## config.mk

```make
export PLATFORM = sky130hd
export DESIGN_NAME = mac_sequencer_flat
export DESIGN_NICKNAME = d
export VERILOG_FILES = /design/src/rtl/mac_sequencer_if.sv /design/src/rtl/mac_sequencer.sv /design/src/flat_wrapper.sv
export SDC_FILE = /design/constraint.sdc
export NUM_CORES = 1
export LEC_CHECK = 0
export ABC_AREA = 0
export CAP_MARGIN = 15
export CORE_UTILIZATION = 55
export CTS_CLUSTER_DIAMETER = 30
export CTS_CLUSTER_SIZE = 12
export DETAILED_ROUTE_END_ITERATION = 7
export PLACE_DENSITY = 0.82
export SYNTH_ARGS = -nofsm -noshare
export SYNTH_HDL_FRONTEND = slang
export SYNTH_SLANG_ARGS = --single-unit
```

## constraint.sdc

```tcl
create_clock -name clk -period 11.4 [get_ports clk]
set_input_delay 2.28 -clock clk [delete_from_list [all_inputs] [get_ports clk]]
set_output_delay 2.28 -clock clk [all_outputs]
set_load 0.005 [all_outputs]
```

## src/rtl/mac_sequencer_if.sv

```systemverilog
// Operand-load, run-control and mac datapath signals of mac_sequencer.
// The slave side is the sequencer. The master side is the command path and the mac model.
`timescale 1ns/1ps
interface mac_sequencer_if #(
    parameter int DW = 8,
    parameter int YW = 5
);
    logic          wr_en;
    logic          wr_sel;
    logic [2:0]    wr_addr;
    logic [DW-1:0] wr_data;
    logic          start;
    logic          busy;
    logic          done;
    logic [YW-1:0] result;
    logic          wr_err;
    logic          mac_en;
    logic [DW-1:0] mac_x;
    logic [DW-1:0] mac_w;
    logic          mac_clr;
    logic [YW-1:0] mac_y;

    modport slave (
        input  wr_en, wr_sel, wr_addr, wr_data, start, mac_y,
        output busy, done, result, wr_err, mac_en, mac_x, mac_w, mac_clr
    );

    modport master (
        output wr_en, wr_sel, wr_addr, wr_data, start, mac_y,
        input  busy, done, result, wr_err, mac_en, mac_x, mac_w, mac_clr
    );
endinterface

```

## src/rtl/mac_sequencer.sv

```systemverilog
// Loads x/w operand vectors and streams them into mac on start. It then waits MAC_LAT cycles and captures y.
// All outputs are registered. The optional CLEAR state is enabled by the macro MAC_SEQ_CLR_EN.
`timescale 1ns/1ps
module mac_sequencer #(
    parameter int DEPTH   = 6,
    parameter int DW      = 8,
    parameter int YW      = 5,
    parameter int MAC_LAT = 2
) (
    input  logic               clk,
    input  logic               rst,
    mac_sequencer_if.slave     bus
);
    typedef enum logic [2:0] {S_IDLE, S_CLEAR, S_FEED, S_WAIT, S_DONE} state_t;

    localparam logic [3:0] DEPTH_W  = 4'(DEPTH);
    localparam logic [2:0] IDX_LAST = 3'(DEPTH - 1);
    localparam logic [3:0] LAT_LAST = (MAC_LAT == 0) ? 4'd0 : 4'(MAC_LAT - 1);

    state_t        state_q, state_d;
    logic [2:0]    idx_q, idx_d;
    logic [3:0]    wcnt_q, wcnt_d;
    logic [DW-1:0] x_q [DEPTH];
    logic [DW-1:0] x_d [DEPTH];
    logic [DW-1:0] w_q [DEPTH];
    logic [DW-1:0] w_d [DEPTH];
    logic          busy_q, done_q, wr_err_q, mac_en_q;
    logic [DW-1:0] mac_x_q, mac_w_q;
    logic [YW-1:0] result_q;
    logic          wr_ok;
    logic          feed_d;

    assign wr_ok  = bus.wr_en && (state_q == S_IDLE) && ({1'b0, bus.wr_addr} < DEPTH_W);
    assign feed_d = (state_d == S_FEED);

    always_comb begin
        state_d = state_q;
        idx_d   = idx_q;
        wcnt_d  = wcnt_q;
        x_d     = x_q;
        w_d     = w_q;
        // The write is folded into the next-state arrays so a same-edge start sees it.
        if (wr_ok) begin
            if (bus.wr_sel) w_d[bus.wr_addr] = bus.wr_data;
            else            x_d[bus.wr_addr] = bus.wr_data;
        end
        case (state_q)
            S_IDLE: begin
                idx_d = 3'd0;
                if (bus.start) begin
`ifdef MAC_SEQ_CLR_EN
                    state_d = S_CLEAR;
`else
                    state_d = S_FEED;
`endif
                end
            end
            S_CLEAR: state_d = S_FEED;
            S_FEED: begin
                if (idx_q == IDX_LAST) begin
                    idx_d   = 3'd0;
                    wcnt_d  = 4'd0;
                    state_d = (MAC_LAT == 0) ? S_DONE : S_WAIT;
                end else begin
                    idx_d = idx_q + 3'd1;
                end
            end
            S_WAIT: begin
                if (wcnt_q == LAT_LAST) state_d = S_DONE;
                else                    wcnt_d  = wcnt_q + 4'd1;
            end
            S_DONE:  state_d = S_IDLE;
            default: state_d = S_IDLE;
        endcase
    end

    always_ff @(posedge clk or posedge rst) begin
        if (rst) begin
            state_q  <= S_IDLE;
            idx_q    <= 3'd0;
            wcnt_q   <= 4'd0;
            busy_q   <= 1'b0;
            done_q   <= 1'b0;
            wr_err_q <= 1'b0;
            mac_en_q <= 1'b0;
            mac_x_q  <= '0;
            mac_w_q  <= '0;
            result_q <= '0;
            for (int i = 0; i < DEPTH; i++) begin
                x_q[i] <= '0;
                w_q[i] <= '0;
            end
        end else begin
            state_q  <= state_d;
            idx_q    <= idx_d;
            wcnt_q   <= wcnt_d;
            x_q      <= x_d;
            w_q      <= w_d;
            busy_q   <= (state_d != S_IDLE);
            done_q   <= (state_d == S_DONE);
            wr_err_q <= bus.wr_en && !wr_ok;
            mac_en_q <= feed_d;
            mac_x_q  <= feed_d ? x_d[idx_d] : '0;
            mac_w_q  <= feed_d ? w_d[idx_d] : '0;
            if (state_d == S_DONE) result_q <= bus.mac_y;
        end
    end

`ifdef MAC_SEQ_CLR_EN
    logic mac_clr_q;
    always_ff @(posedge clk or posedge rst) begin
        if (rst) mac_clr_q <= 1'b0;
        else     mac_clr_q <= (state_d == S_CLEAR);
    end
    assign bus.mac_clr = mac_clr_q;
`else
    assign bus.mac_clr = 1'b0;
`endif

    assign bus.busy   = busy_q;
    assign bus.done   = done_q;
    assign bus.result = result_q;
    assign bus.wr_err = wr_err_q;
    assign bus.mac_en = mac_en_q;
    assign bus.mac_x  = mac_x_q;
    assign bus.mac_w  = mac_w_q;
endmodule

```

## src/flat_wrapper.sv

```systemverilog
// flat-port wrapper written by rule: the top's interface ports become plain ports
module mac_sequencer_flat 
#(
    parameter int DEPTH   = 6,
    parameter int DW      = 8,
    parameter int YW      = 5,
    parameter int MAC_LAT = 2
)
  (clk, rst, bus_wr_en, bus_wr_sel, bus_wr_addr, bus_wr_data, bus_start, bus_mac_y, bus_busy, bus_done, bus_result, bus_wr_err, bus_mac_en, bus_mac_x, bus_mac_w, bus_mac_clr);
  mac_sequencer_if #(.DW(DW), .YW(YW)) bus_i ();
  input  logic clk;
  input  logic rst;
  input wire logic [$bits(bus_i.wr_en)-1:0] bus_wr_en;
  input wire logic [$bits(bus_i.wr_sel)-1:0] bus_wr_sel;
  input wire logic [$bits(bus_i.wr_addr)-1:0] bus_wr_addr;
  input wire logic [$bits(bus_i.wr_data)-1:0] bus_wr_data;
  input wire logic [$bits(bus_i.start)-1:0] bus_start;
  input wire logic [$bits(bus_i.mac_y)-1:0] bus_mac_y;
  output wire logic [$bits(bus_i.busy)-1:0] bus_busy;
  output wire logic [$bits(bus_i.done)-1:0] bus_done;
  output wire logic [$bits(bus_i.result)-1:0] bus_result;
  output wire logic [$bits(bus_i.wr_err)-1:0] bus_wr_err;
  output wire logic [$bits(bus_i.mac_en)-1:0] bus_mac_en;
  output wire logic [$bits(bus_i.mac_x)-1:0] bus_mac_x;
  output wire logic [$bits(bus_i.mac_w)-1:0] bus_mac_w;
  output wire logic [$bits(bus_i.mac_clr)-1:0] bus_mac_clr;
  assign bus_i.wr_en = bus_wr_en;
  assign bus_i.wr_sel = bus_wr_sel;
  assign bus_i.wr_addr = bus_wr_addr;
  assign bus_i.wr_data = bus_wr_data;
  assign bus_i.start = bus_start;
  assign bus_i.mac_y = bus_mac_y;
  assign bus_busy = bus_i.busy;
  assign bus_done = bus_i.done;
  assign bus_result = bus_i.result;
  assign bus_wr_err = bus_i.wr_err;
  assign bus_mac_en = bus_i.mac_en;
  assign bus_mac_x = bus_i.mac_x;
  assign bus_mac_w = bus_i.mac_w;
  assign bus_mac_clr = bus_i.mac_clr;
  mac_sequencer #(.DEPTH(DEPTH), .DW(DW), .YW(YW), .MAC_LAT(MAC_LAT)) u_core (.clk(clk), .rst(rst), .bus(bus_i));
endmodule
```

### Congestion heat map

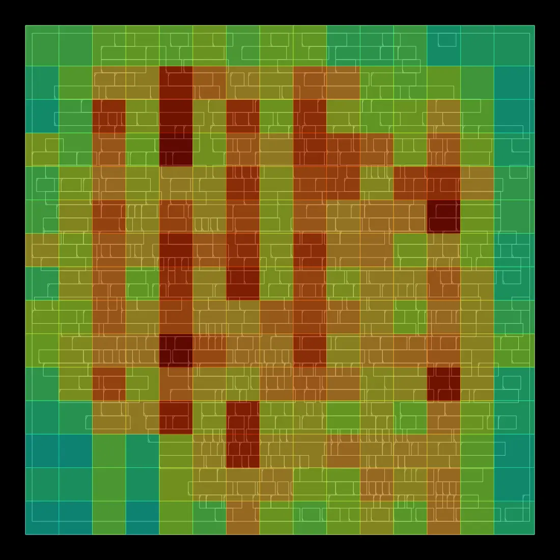
met3 usage: 0.0736
WL per Instance: 19.3 um
met1 usage: 0.339

### Drive-strength map

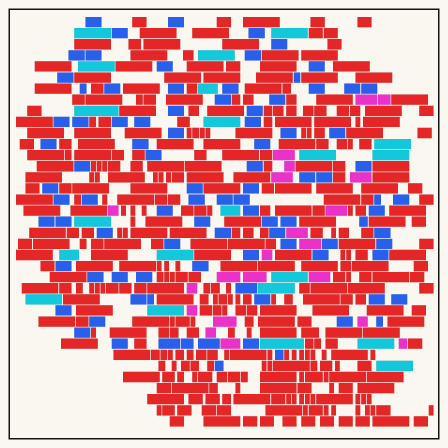
size	color	cells	share	most used
_0 and _1 cells	red	380	74%	dfrtp_1
_3 and _4 cells	magenta	21	4.1%	mux2_4
_2 cells	blue	93	18%	mux2_2
_6 and larger	cyan	21	4.1%	clkbuf_16
fin worst setup slack: 7.04 ns
Area growth, synth to finish: 18.3%
cell area after layout: 6900 um2
Non-clk bufs: 50

### Cells colored by class

Scale bar: 20 um.
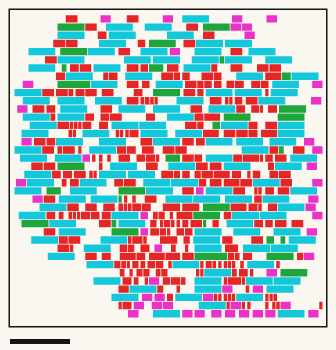
class	color	cells
clock drivers and dummy loads	green	31
flops	cyan	131
combinational and other logic	red	303
other buffers and delay cells	magenta	50
total core area: 10300 um2
final core utilization: 0.668

==> impl_metrics.yaml <==
# implementation run metrics
power:
  totalPowerFinal_mw: 1.78
  power.density_nw_per_um2: 259
  p_leak_nw: 3.24
  power_frac_comb: 0.342
  p_sw_frac: 0.340
  netSwitchingPower_uw: 607
setup_path:
  cp_cell_sequence: "clkdlybuf4s50_1 -> or4b_4 -> or4_1 -> nand2_1 -> nor2_1 -> o211ai_1"
  critPathKind: "in -> reg"
  critPathLaunchType: "input pin"
  rr_worst_depth: 5
  crit_path_max_incr_delay_ns: 0.87
  crit_path_end_kind: "flop"
  crit_family: "simple AND/OR/NAND/NOR gates"
  worstPathArrival_ns: 4.79
  cp.depth: 6
  reg2reg_to: "u_core.bus.mac_w[4]"
synth:
  ys_top_logic_family: "multiplexers"
  ys_area_um2: 5830
  top_area_cell: "dfrtp_1"
  yosysSeqAreaShare: 0.562
  synth_cell_types: 46
  yosys.area_share.aoi: 0.107
  synthTopCellsByCount: "dfrtp_1 (131), mux2_2 (81), nand2_1 (51)"
  synthArstFlopShare: 1.00
cells_and_area:
  nonClockInverterCount: 9
  largest_class: "flip-flops and latches"
  layout.nets: 526
  sh_comb_area: 0.343
  logic_area_um2: 2370
  fill_cells: 732
clock_tree:
  holdBufCountCts: 0
  worstSkewPairLatency_ns: 0.53
  clk_pin_slew_worst_paths_ns: 0.06
  cts_setup_buffers: 0
  ctsResizeCount: 0
  h-tree-depth: 4
sta:
  timing.final.hold_violations: 0
  final_max_slew_viol_count: 0
  skew_ns: 0.00576
  grt_setup_unrepaired: "false"
  finalSetupViolCount: 0
  fin_crit_sh: 0.383
detailed_routing:
  wl_met2_mm: 6.13
  vias_per_cell: 6.09
  highest_layer: "met4"
  drc: 0
  ant_nets: 0
  dr_wl_met3_um: 521
run_status:
  status: "complete, no violations"
grt:
  gr-usage-met2: 0.387
  grt_max_degree: 68
flow_run:
  maxCapViolCount: 0
place:
  gp_congestion: 0.786
  preCtsSetupSlack_ns: 6.52
  post_dp_cell_area_um2: 6340
floorplanning:
  die-area_um2: 11000
  die_w_um: 105
worst_hold_path:
  min_to: "u_core.x_q[45]"
### Routed metal per tile

Scale bar: 20 um. The die is cut into 21 by 21 equal tiles; dark purple is low, yellow is high, scaled to the fullest tile. Values are wire area over tile area, all layers added.
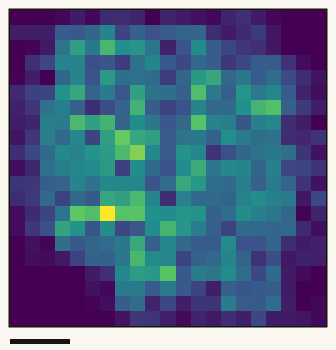
mean over tiles	0.18
tiles over half the peak	12%
nearly empty tiles	12%
DR vias: 3962
DRT Wirelength: 12.6 mm
Global Route Usage Sum: 0.251

### Nets reached from selected ports

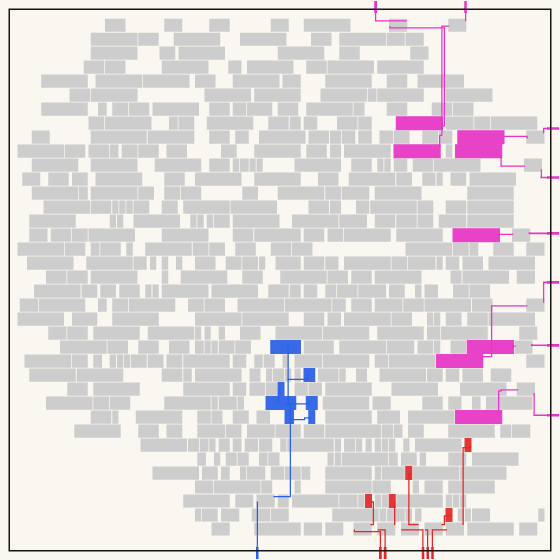
port	color	bits	direction	end cells	buffers	wire
bus_wr_sel	blue	1	input	7	1	58.5 um
bus_mac_w	magenta	8	output	8	8	131 um
bus_mac_y	red	5	input	5	5	74.1 um
I/O pin total: 47
Port Buffer Count: 45

[power by group through the flow]
stage	logic, mW	registers [mW]	clock network (mW)
2_1_floorplan	0.415	0.647	0
3_3_place_gp	0.582	0.660	0
3_5_place_dp	0.604	0.666	0
4_1_cts	0.611	0.661	0.518
5_1_grt	0.671	0.677	0.540
6_report	0.610	0.662	0.511
[registers in the layout, indices dropped and copies added, names as in the netlist, 3 cells and up]
| name | cells |
|---|---|
| u_core.w_q | 48 |
| u_core.x_q | 48 |
| u_core.bus.mac_w | 8 |
| u_core.bus.mac_x | 8 |
| u_core.bus.result | 5 |
| u_core.wcnt_q | 4 |
| u_core.idx_q | 3 |
| u_core.state_q | 3 |
Power and IR drop assume default switching activity.
